**Met1 routing**

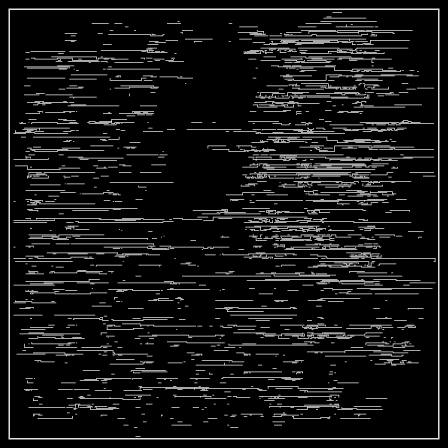
**Signal wires on met2**

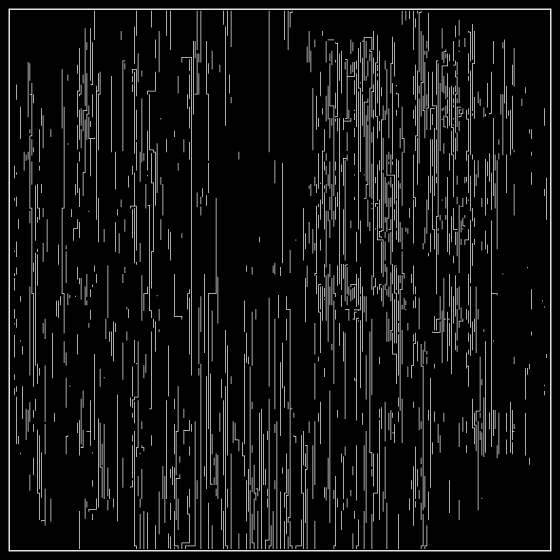
**Signal wires on met3**

The bar under the picture is 50 µm long.
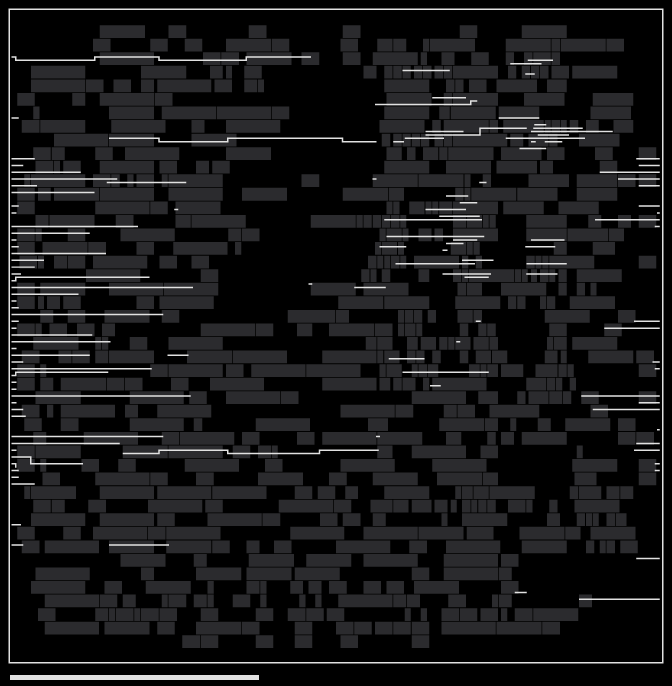
$ cat src/rtl/rf_wb_arbiter.sv
// rtl/rf_wb_arbiter.sv - register-file write-port arbiter with long-latency FIFO and pending scoreboard
module rf_wb_arbiter #(
  parameter int XLEN          = 32,
  parameter int RF_ADDR_WIDTH = 5,
  parameter int FIFO_DEPTH    = 2,
  parameter int STARVE_LIMIT  = 4
) (
  input  logic                     clk,
  input  logic                     rst_n,
  input  logic                     pipe_wb_valid,
  input  logic [RF_ADDR_WIDTH-1:0] pipe_wb_addr,
  input  logic [XLEN-1:0]          pipe_wb_data,
  input  logic                     lu_valid,
  output logic                     lu_ready,
  input  logic [RF_ADDR_WIDTH-1:0] lu_addr,
  input  logic [XLEN-1:0]          lu_data,
  input  logic                     sb_set_valid,
  input  logic [RF_ADDR_WIDTH-1:0] sb_set_addr,
  input  logic [RF_ADDR_WIDTH-1:0] rs1_addr,
  input  logic [RF_ADDR_WIDTH-1:0] rs2_addr,
  output logic                     rs1_busy,
  output logic                     rs2_busy,
  output logic                     pipe_stall,
  output logic                     rf_wen,
  output logic [RF_ADDR_WIDTH-1:0] rf_waddr,
  output logic [XLEN-1:0]          rf_wdata
);

  localparam int NREGS = 1 << RF_ADDR_WIDTH;
  localparam int PTR_W = (FIFO_DEPTH > 1) ? $clog2(FIFO_DEPTH) : 1;
  localparam int CNT_W = $clog2(FIFO_DEPTH + 1);
  localparam int STV_W = $clog2(STARVE_LIMIT + 1);

  logic [RF_ADDR_WIDTH-1:0] fifo_addr [FIFO_DEPTH];
  logic [XLEN-1:0]          fifo_data [FIFO_DEPTH];
  logic [PTR_W-1:0]         wr_ptr, rd_ptr;
  logic [CNT_W-1:0]         count, count_next;
  logic [STV_W-1:0]         starve, starve_next;
  logic [NREGS-1:0]         pending, pending_next;
  logic                     pipe_commit, push, pop;
  logic                     commit_wen;
  logic [RF_ADDR_WIDTH-1:0] commit_addr;
  logic [XLEN-1:0]          commit_data;

  function automatic logic [PTR_W-1:0] ptr_inc(input logic [PTR_W-1:0] p);
    return (p == PTR_W'(FIFO_DEPTH - 1)) ? '0 : p + PTR_W'(1);
  endfunction

  // Ready depends on occupancy only, so a full FIFO never accepts even while popping.
  assign lu_ready    = (count < CNT_W'(FIFO_DEPTH));
  assign push        = lu_valid & lu_ready & (lu_addr != '0);
  assign pipe_commit = pipe_wb_valid & (pipe_wb_addr != '0);
  assign pop         = ~pipe_commit & (count != '0);

  assign rs1_busy = pending[rs1_addr];
  assign rs2_busy = pending[rs2_addr];

  always_comb begin
    count_next = count;
    if (push & ~pop)
      count_next = count + CNT_W'(1);
    else if (pop & ~push)
      count_next = count - CNT_W'(1);
  end

  always_comb begin
    starve_next = starve;
    if (pop || (count == '0))
      starve_next = '0;
    else if (starve != STV_W'(STARVE_LIMIT))
      starve_next = starve + STV_W'(1);
  end

  always_comb begin
    commit_wen  = 1'b0;
    commit_addr = '0;
    commit_data = '0;
    if (pipe_commit) begin
      commit_wen  = 1'b1;
      commit_addr = pipe_wb_addr;
      commit_data = pipe_wb_data;
    end else if (pop) begin
      commit_wen  = 1'b1;
      commit_addr = fifo_addr[rd_ptr];
      commit_data = fifo_data[rd_ptr];
    end
  end

  // Set is applied after clear so a same-edge set wins; x0 is forced clear.
  always_comb begin
    pending_next = pending;
    if (commit_wen)
      pending_next[commit_addr] = 1'b0;
    if (sb_set_valid && (sb_set_addr != '0))
      pending_next[sb_set_addr] = 1'b1;
    pending_next[0] = 1'b0;
  end

  always_ff @(posedge clk) begin
    if (push) begin
      fifo_addr[wr_ptr] <= lu_addr;
      fifo_data[wr_ptr] <= lu_data;
    end
  end

  always_ff @(posedge clk or negedge rst_n) begin
    if (!rst_n) begin
      wr_ptr     <= '0;
      rd_ptr     <= '0;
      count      <= '0;
      starve     <= '0;
      pipe_stall <= 1'b0;
      pending    <= '0;
      rf_wen     <= 1'b0;
      rf_waddr   <= '0;
      rf_wdata   <= '0;
    end else begin
      if (push)
        wr_ptr <= ptr_inc(wr_ptr);
      if (pop)
        rd_ptr <= ptr_inc(rd_ptr);
      count      <= count_next;
      starve     <= starve_next;
      pipe_stall <= (starve_next == STV_W'(STARVE_LIMIT)) && (count_next != '0);
      pending    <= pending_next;
      rf_wen     <= commit_wen;
      rf_waddr   <= commit_addr;
      rf_wdata   <= commit_data;
    end
  end

endmodule

$ cat config.mk
export PLATFORM = sky130hd
export DESIGN_NAME = rf_wb_arbiter
export DESIGN_NICKNAME = d
export VERILOG_FILES = /design/src/rtl/rf_wb_arbiter.sv
export SDC_FILE = /design/constraint.sdc
export NUM_CORES = 1
export LEC_CHECK = 0
export CORE_UTILIZATION = 40
export DETAILED_ROUTE_END_ITERATION = 10
export PLACE_DENSITY_LB_ADDON = 0.08
export SYNTH_ARGS = -nofsm -noshare
export SYNTH_HDL_FRONTEND = slang
export SYNTH_SLANG_ARGS = --single-unit
$ cat constraint.sdc
create_clock -name clk -period 6.3 [get_ports clk]
set_input_delay 1.89 -clock clk [delete_from_list [all_inputs] [get_ports clk]]
set_output_delay 1.89 -clock clk [all_outputs]
set_load 0.01 [all_outputs]
==> impl_metrics.ini <==
; yosys + openroad results
[global_routing]
first_global_vias = 4608
met3_usage_pct = 6.56
grt_max_degree = 67
met2_usage_pct = 30.4

[floorplan]
die_width_um = 131
num_rows = 46
core_area_mm2 = 0.0161
n_tap_cell = 216

[clock_tree]
cts_buffer_depth = 2
insertion_delay_ns = 0.42

[synth]
netlist_area_mm2 = 0.00664
synth-simple-area-share_pct = 7.67
top_cell_area_share_pct = 33.5

[power_and_ir_drop]
totalPowerFinal_mw = 3.41
power_density_mw_per_mm2 = 387
sequentialPowerShare_pct = 41.4
power_leader = registers

[timing]
fin_skew_ns = 0.0105
hold_slack_ns = 0.539
setup_viol = 0

[worst_setup_path]
r2r_end = pending[8]
worst_r2r_startpoint = count[1]
startpoint = rs2_addr[0]
cp.depth = 6
ff2ff_path_depth = 7
critPathBufInv = 3

[finish]
final_cell_count_no_fill = 868
bufAreaShareNonClock_pct = 16.0
area_growth_pct = 32.6
layout.nets = 736
sh_seq_area_pct = 47.1
regArea_mm2 = 0.00415
comb_area_share_pct = 26.0

[outcome]
outcome = complete, no violations

[route]
first_iter_violations = 213
routed.top_layer = met4
wl_per_cell_um = 17.9
wirelength_um = 15500

[placed_design]
hpwl_um = 10700
preCtsSetupSlack_ns = -0.0346
## Picture notes: 'met1 routing'
653 nets have wire on it. The layer carries 6720 µm of wire.

## Picture notes: 'signal wires on met2'
629 nets have wire on it. The layer carries 7280 µm of wire. The layer holds 47% of the routed length.

## Picture notes: 'signal wires on met3'
The layer holds 7.3% of the routed length. The layer carries 1130 µm of wire. The wires run mostly horizontal. 104 nets have wire on it. The longest straight run is 36.1 µm.

